==> images/met3.png <==
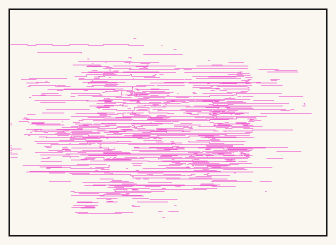
==> images/clock_map.png <==
Scale bar: 100 um.
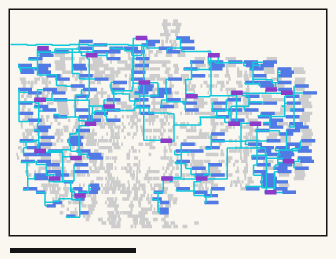
==> src/rtl/free_list_pkg.sv <==
// Shared rename-stage types: physical register sizing and slot-rank helpers.
// Reused by the free list, rename table and retirement RAT.
package free_list_pkg;

   localparam int SS        = 2;
   localparam int NUM_PREGS = 64;
   localparam int NUM_AREGS = 32;
   localparam int PREG_W    = $clog2(NUM_PREGS);
   localparam int FL_DEPTH  = NUM_PREGS - NUM_AREGS;

   typedef logic [PREG_W-1:0] preg_t;

   // Number of set bits strictly below position i (slot rank).
   function automatic int unsigned rank_below(
      input logic [31:0] v,
      input int unsigned i
   );
      int unsigned r;
      r = 0;
      for (int unsigned k = 0; k < 32; k++) begin
         if (k < i && v[k]) r++;
      end
      return r;
   endfunction

   function automatic int unsigned popcount(
      input logic [31:0] v
   );
      return rank_below(v, 32);
   endfunction

endpackage

==> src/rtl/free_list.sv <==
// Circular FIFO of unmapped physical registers feeding rename.
// Head/tail carry a wrap bit so full and empty are distinguishable.
module free_list
   import free_list_pkg::*;
#(
   parameter  int SS        = 2,
   parameter  int NUM_PREGS = 64,
   parameter  int NUM_AREGS = 32,
   localparam int PW        = $clog2(NUM_PREGS),
   localparam int DEPTH     = NUM_PREGS - NUM_AREGS,
   localparam int IW        = $clog2(DEPTH),
   localparam int CW        = IW + 1
) (
   input  logic                   clk,
   input  logic                   rst,
   input  logic [SS-1:0]          deq_req,
   output logic                   deq_ready,
   output logic [SS-1:0][PW-1:0]  deq_preg,
   input  logic [SS-1:0]          enq_en,
   input  logic [SS-1:0][PW-1:0]  enq_preg,
   input  logic                   flush,
   output logic [CW-1:0]          count
);

   localparam logic [CW-1:0] WRAP = CW'(DEPTH);

   logic [PW-1:0]         mem [DEPTH];
   logic [CW-1:0]         head;
   logic [CW-1:0]         tail;
   logic [CW-1:0]         n_deq;
   logic [CW-1:0]         n_enq;
   logic [SS-1:0]         enq_vld;
   logic [SS-1:0]         enq_wr;
   logic [SS-1:0][CW-1:0] rd_ptr;
   logic [SS-1:0][CW-1:0] wr_ptr;

   assign count = tail - head;

   always_comb begin
      n_deq     = CW'(popcount(32'(deq_req)));
      deq_ready = !flush && (count >= n_deq);
      for (int i = 0; i < SS; i++) begin
         rd_ptr[i]   = head + CW'(rank_below(32'(deq_req), i));
         deq_preg[i] = deq_req[i] ? mem[rd_ptr[i][IW-1:0]] : '0;
      end
   end

   // x0 is never renamed, so a returned preg of 0 is just dropped.
   always_comb begin
      n_enq = '0;
      for (int i = 0; i < SS; i++) begin
         enq_vld[i] = enq_en[i] && (enq_preg[i] != '0);
      end
      for (int i = 0; i < SS; i++) begin
         wr_ptr[i] = tail + CW'(rank_below(32'(enq_vld), i));
         enq_wr[i] = enq_vld[i]
                  && (int'(count)
                      + int'(rank_below(32'(enq_vld), i))
                      < DEPTH);
         if (enq_wr[i]) n_enq = n_enq + CW'(1);
      end
   end

   always_ff @(posedge clk) begin
      if (rst) begin
         head <= '0;
         tail <= WRAP;
         for (int k = 0; k < DEPTH; k++) begin
            mem[k] <= PW'(NUM_AREGS + k);
         end
      end else if (flush) begin
         head <= tail ^ WRAP;
      end else begin
         if (deq_ready) head <= head + n_deq;
         tail <= tail + n_enq;
         for (int i = 0; i < SS; i++) begin
            if (enq_wr[i]) mem[wr_ptr[i][IW-1:0]] <= enq_preg[i];
         end
      end
   end

   always_ff @(posedge clk) begin
      if (!rst && !flush) begin
         assert (int'(count) + int'(popcount(32'(enq_vld))) <= DEPTH);
      end
   end

endmodule

==> config.mk <==
export PLATFORM = sky130hd
export DESIGN_NAME = free_list
export DESIGN_NICKNAME = d
export VERILOG_FILES = /design/src/rtl/free_list_pkg.sv /design/src/rtl/free_list.sv
export SDC_FILE = /design/constraint.sdc
export NUM_CORES = 1
export LEC_CHECK = 0
export ABC_CLOCK_PERIOD_IN_PS = 6400
export CORE_ASPECT_RATIO = 0.7
export CORE_MARGIN = 5
export CORE_UTILIZATION = 35
export CTS_CLUSTER_DIAMETER = 120
export DETAILED_ROUTE_END_ITERATION = 16
export GPL_TIMING_DRIVEN = 0
export SETUP_SLACK_MARGIN = 0.4
export SYNTH_ARGS = -nofsm -noshare
export SYNTH_HDL_FRONTEND = slang
export SYNTH_SLANG_ARGS = --single-unit
==> constraint.sdc <==
create_clock -name clk -period 6.4 [get_ports clk]
set_input_delay 0.96 -clock clk [delete_from_list [all_inputs] [get_ports clk]]
set_output_delay 0.96 -clock clk [all_outputs]
set_load 0.005 [all_outputs]
==> flow_metrics.tcl <==
# flow metrics
set metrics [dict create \
    cp_num_cells 10 \
    top_layer "met5" \
    met1_usage_pct 41.7 \
    yosysWarnings 0 \
    grt-ovfl-total 0 \
    n_antenna_cell 0 \
    worstSetupEndpoint "deq_preg[11]" \
    power_leader "sequential cells" \
    reg2reg_depth 19 \
    met1_length_um 26600 \
    min_path_type "reg2reg" \
    start_kind "input pin" \
    port_buffers 27 \
    cts.sinks 209 \
    cts_buffers 23 \
    ys_ff 209 \
    grt_max_degree 15 \
    fp_nets 1267 \
    r2r-end "tail[4]$_SDFFE_PP0N_" \
    drv_cap 0 \
    grt_pass1_wl_um 91300 \
    ys_cells 1228 \
    buf_share_pct 5.72 \
    comb_area_um2 7510 \
    cts_setup_buffers 0 \
    cts-root-buf "clkbuf_16" \
    clock_path_buffers 3 \
    crit_type "in2out" \
    comb_power_mw 1.23 \
    tritoncts "yes" \
    die_area_um2 44800 \
    sh_seq_area_pct 38.0 \
    routed_via_density 7.07 \
    cp.required_ns 5.44 \
    syn-cell-area_um2 14200 \
    top_logic_kind "multiplexers" \
    drt-pass1-iter-count 6 \
    power_clock_mw 1.41 \
    dp_slack_ns -0.0312 \
    path_cells "clkdlybuf4s50_1, ha_1, ha_1, clkbuf_2, clkbuf_2, mux4_2, mux4_2, mux2i_1, nor2b_1, clkdlybuf4s50_1" \
    powerSeq_mw 1.55 \
    period_needed_ns 5.91 \
    core_um2 39900 \
    worst_slew_margin_rel_pct 2.59 \
    placed_area_um2 15300 \
    die_h_um 179 \
    rows 61 \
    clk_pin_slew_ns 0.06 \
    first_iter_violations 2508 \
    clock_buffers 29 \
    grt_use_met2_pct 39.4 \
    top_cells_by_area "edfxtp_1, mux4_2, a31oi_1, nor3_1, mux2i_1" \
    slew_viol_final 0 \
    layout.core_utilization_pct 40.3 \
    synth.area.mux_share_pct 22.8 \
    finalInstanceArea_um2 16100 \
    warning_count 27 \
    ant_nets 0 \
    htree_num_levels 1 \
    die_x_um 251 \
    insertion_delay_ns 0.54 \
    top_area_cell "edfxtp_1" \
    ys_types 68 \
    grt.busiest_layer "met1" \
    xor_share_pct 0.800 \
    r2r_setup_slack_ns 1.52 \
    setup_slack_ns 0.492 \
    grt_pass1_vias 12038 \
    fillCellCount 3841 \
    grt_use_met3_pct 11.3 \
    p_sw_mw 1.43 \
    top_cells_by_count "edfxtp_1, clkbuf_1, mux4_2, nor3_1, a31oi_1" \
    clk_share_pct 4.76 \
    nonClockInverterCount 28 \
    synth_cells 1228 \
    yosys_area_um2 14200 \
    peakVddDrop_mv 0.174 \
    largest_class "multi-input combinational cells" \
    antenna_found_initial 0 \
    postSynthSeqShare_pct 42.9 \
    avgSynthCellArea_um2 11.6 \
    p_clk_share_pct 33.7 \
    finalHoldViolCount 0 \
    flop_area_um2 6110 \
    nNonClkBuffers 182 \
    fp-utilization_pct 35.6 \
    post_cts_resized 13 \
    crit_start "deq_req[0]" \
    outcome "finished clean" \
]
Notes on met3.png above:
longest straight run: 151 um
main direction: horizontal
share of all routed wire: 16%

Notes on clock_map.png above:
legend:
  blue:
    item: flip-flops
    count: 209
  cyan:
    item: clock wires
    length: 3140 um
  purple:
    item: cells driving clock nets
    count: 23
routed clock nets: 24

[through the flow]
step                hold slack [ns]  setup TNS (ns)  power (mW)  std cells
floorplan                     0.538               0        2.26       1228
global placement              0.580               0        2.72       1790
detailed placement            0.593         -0.0464        2.74       1798
CTS                           0.607               0        4.13       1839
global route                  0.645               0        4.27       1839
finish                        0.608               0        4.19       1839
[cells in the final DEF, fill, tap and decap left out, types with 23 or more instances in the layout]
cell type          n
edfxtp_1         192
clkbuf_1         125
mux4_2           120
nor3_1           101
a31oi_1           90
nand2_1           74
mux2i_1           50
nor4_1            40
nand3_1           37
nor2_1            37
o21ai_0           32
o2111ai_1         28
clkdlybuf4s50_1   27
inv_1             23
clkbuf_16         23
[state kept, by name, summed over array words and instances (netlist names), named ones only]
register / cells
head: 6
mem: 192
tail: 6
Power figures rest on the tool's default switching activity, not on a simulated workload.
